### src/rtl/mult_ctrl.sv
// Sequencing FSM for the 4x4 shift-add multiplier datapath: clear, load, then
// N add/shift iterations, and a held done flag that stays up until ack.
module mult_ctrl #(
  parameter int N = 4
) (
  input  logic clk,
  input  logic clr,
  input  logic start,
  input  logic ack,
  output logic pclr,
  output logic ld,
  output logic ldp,
  output logic shp,
  output logic shb,
  output logic busy,
  output logic done
);

  localparam int CW = $clog2(N) + 1;

  // state | meaning
  // IDLE  | waiting for start
  // CLEAR | clear datapath product, reset iteration count
  // LOAD  | load multiplicand and multiplier
  // ADD   | add multiplicand (or 0) into product upper half
  // SHIFT | shift product and multiplier right, count the iteration
  // DONE  | result valid on p, waiting for ack
  typedef enum logic [2:0] {
    S_IDLE  = 3'd0,
    S_CLEAR = 3'd1,
    S_LOAD  = 3'd2,
    S_ADD   = 3'd3,
    S_SHIFT = 3'd4,
    S_DONE  = 3'd5
  } state_t;

  state_t        state_q, state_d;
  logic [CW-1:0] cnt_q, cnt_d;

  always_ff @(posedge clk or posedge clr) begin
    if (clr) begin
      state_q <= S_IDLE;
      cnt_q   <= '0;
    end else begin
      state_q <= state_d;
      cnt_q   <= cnt_d;
    end
  end

  always_comb begin
    state_d = state_q;
    cnt_d   = cnt_q;
    case (state_q)
      S_IDLE: begin
        if (start) state_d = S_CLEAR;
      end
      S_CLEAR: begin
        cnt_d   = '0;
        state_d = S_LOAD;
      end
      S_LOAD: begin
        state_d = S_ADD;
      end
      S_ADD: begin
        state_d = S_SHIFT;
      end
      S_SHIFT: begin
        cnt_d = cnt_q + 1'b1;
        // the final iteration leaves cnt at N so the count never wraps
        if (cnt_q == CW'(N - 1)) state_d = S_DONE;
        else                     state_d = S_ADD;
      end
      S_DONE: begin
        if (ack) state_d = S_IDLE;
      end
      default: begin
        state_d = S_IDLE;
      end
    endcase
  end

  // pclr also follows the reset input so the datapath is held clear during reset
  assign pclr = clr | (state_q == S_CLEAR);
  assign ld   = (state_q == S_LOAD);
  assign ldp  = (state_q == S_ADD);
  assign shp  = (state_q == S_SHIFT);
  assign shb  = (state_q == S_SHIFT);
  assign busy = (state_q != S_IDLE);
  assign done = (state_q == S_DONE);

endmodule

### config.mk
export PLATFORM = sky130hd
export DESIGN_NAME = mult_ctrl
export DESIGN_NICKNAME = d
export VERILOG_FILES = /design/src/rtl/mult_ctrl.sv
export SDC_FILE = /design/constraint.sdc
export NUM_CORES = 1
export LEC_CHECK = 0
export CAP_MARGIN = 20
export CORE_AREA = 5 5 42 44
export CTS_CLUSTER_DIAMETER = 150
export DETAILED_ROUTE_END_ITERATION = 6
export DIE_AREA = 0 0 47 49
export MAX_ROUTING_LAYER = met4
export PLACE_DENSITY_LB_ADDON = 0.25
export SYNTH_ARGS = -nofsm -noshare
export SYNTH_HDL_FRONTEND = slang
export SYNTH_SLANG_ARGS = --single-unit
### constraint.sdc
create_clock -name clk -period 1.3 [get_ports clk]
set_clock_uncertainty 0.05 [all_clocks]
set_input_delay 0.13 -clock clk [delete_from_list [all_inputs] [get_ports clk]]
set_output_delay 0.13 -clock clk [all_outputs]
set_load 0.005 [all_outputs]
**Placed standard cells**

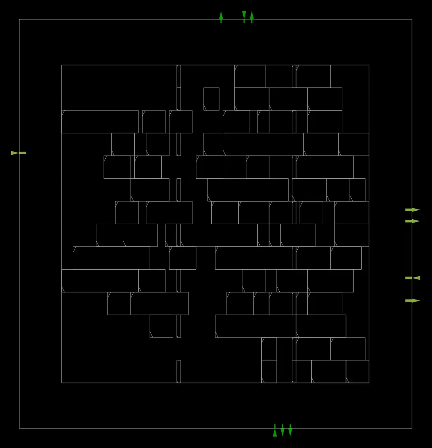
fillcell total: 128
non-filler instance count after layout: 85
Seq area share: 19.6%

==> results_dict.tcl <==
# metrics dict for downstream scripts
set metrics [dict create \
    numPortBuffers 10 \
    rows 14 \
    grt_setup_unrepaired "yes" \
    report.power.total_uw 1700 \
    clock_cell_area_share_pct 2.87 \
    die_x_um 47 \
    ctsLongestPathBuffers 2 \
    arrival_ps 1240 \
    grt_pass1_wl_um 1970 \
    adder_share_pct 5.78 \
    tapCellCount 16 \
    logic_area_um2 289 \
    final_cell_mix "12 x buf_6, 8 x buf_4, 4 x buf_2" \
    slowest_stage "dfrtp_2" \
    critPathCaptureType "primary output" \
    period_used_pct 110 \
    aoi_share_pct 17.6 \
    power_density_mw_per_mm2 2170 \
    setup-violations-final 10 \
    cts_root_buf "clkbuf_4" \
    yosysUniqueCellTypes 21 \
    n_all_buffers 29 \
    min_period_ps 1420 \
    grt-ovfl-total 0 \
    violations "setup timing" \
    dominant_cells "multi-input combinational cells" \
    gp_congestion 0.722 \
    startpoint_type "flop" \
    yosys_register_bits 6 \
    n_clock_buffer 3 \
    finalHoldViolCount 0 \
    setup_tns_ps -688 \
    ys_sh_simple_pct 29.8 \
    grt_pass1_vias 434 \
    buffer_area_share_pct 36.3 \
    nNetsFinal 77 \
    post_cts_buffers 9 \
    xor_share_pct 0 \
    place_inst 72 \
    synthTopCellsByArea "dfrtp_1 35%, and3_2 6.9%, a211o_1 6.1%, nor4b_1 6.1%, ha_1 5.8%" \
    setup_slack_ps -124 \
    grt_max_degree 12 \
    comb_area_share_pct 36.8 \
    fp_nets 47 \
    lay_top_count "buf_6" \
    synth_area_um2 433 \
    dr.first_iter.drc_count 3 \
    worstPathMaxFanout 6 \
    antenna_found_initial 0 \
    outcome "finished with violations" \
    hold_buffers 0 \
    chip_area_mm2 0.00230 \
    ys_area_um2 433 \
    hold_class "input pin to async pin" \
    clk-insertion-delay-late_ps 240 \
    critical_path.cell_chain "buf_6 -> buf_6 -> and3b_2 -> buf_2" \
    route.met2.wl_um 596 \
]
**M2 wires**

Scale: 8 px per um. Cells faint in the background.
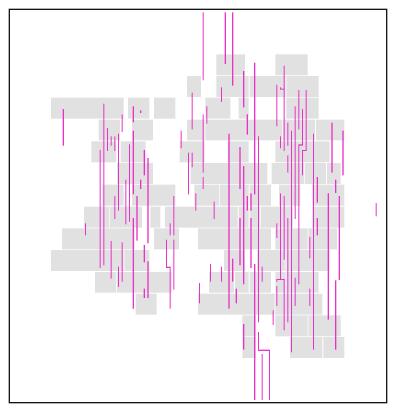
- longest straight run: 27.5 um
- wire length on this layer: 596 um
- nets with wire on the layer: 66
- share of all routed wire: 52%
- main direction: vertical
Vias: 422
M2 GR Usage: 18.8%
WL final: 1160 um

metal layers:
metal / global-route usage, % / up-vias
li1: - / 211
met1: 14.7 / 202
met2: 18.8 / 7
met3: 3.32 / 2
met4: 5.53 / 0
met5: - / -
kinds of logic after synthesis:
logic type,count (synthesis)
flops,6
simple gates,17
compound gates,8
buf+inv,8
fa+ha+maj,2
registers in the layout, summed over array words and instances, names as in the netlist:
| register | count |
|---|---|
| state_q | 3 |
| cnt_q | 3 |
where the power goes:
| part | total, uW | internal [uW] | switching [uW] |
|---|---|---|---|
| Combinational | 1200 | 778 | 419 |
| Clock | 174 | 105 | 69.3 |
| Sequential | 335 | 257 | 77.7 |
cells in the mapped netlist:
master,n
dfrtp_1,6
and3_2,4
inv_1,4
a211o_1,3
nor4b_1,3
buf_4,2
buf_6,2
ha_1,2
nor3b_1,2
or2_2,2
a21oi_1,1
a22o_1,1
a41o_1,1
and3b_2,1
and4bb_2,1
nand2_1,1
nor3_1,1
o21bai_1,1
o21bai_4,1
or3_1,1
or3_2,1
per-stage QoR:
step | util [%] | hold WS, ps | instance area, um^2
2_1_floorplan | - | -129 | 448
3_3_place_gp | 42.7 | 340 | 598
3_5_place_dp | 42.7 | 354 | 598
4_1_cts | 52.4 | 98.9 | 734
5_1_grt | 56.1 | 129 | 786
6_report | 56.1 | 88.8 | 786
final timing paths:
kind / from / to / slack (ps) / depth (start not counted)
max: state_q[1] / ldp / -120 / 4
min: clr / state_q[1] / 90 / 2
max reg2reg: state_q[1] / state_q[2] / -60 / 5
min reg2reg: cnt_q[2] / cnt_q[2] / 460 / 1
max in group asynchronous: clr / state_q[0] / 890 / 2
min in group clk: start / state_q[0] / 450 / 3
critical path: cells and delay by family (launching register included):
kind,cells,cell delay (ps)
flip-flops,1,430
buffers and inverters,3,370
AND/OR/NAND/NOR,1,190
Power figures rest on the tool's default switching activity, not on a simulated workload.
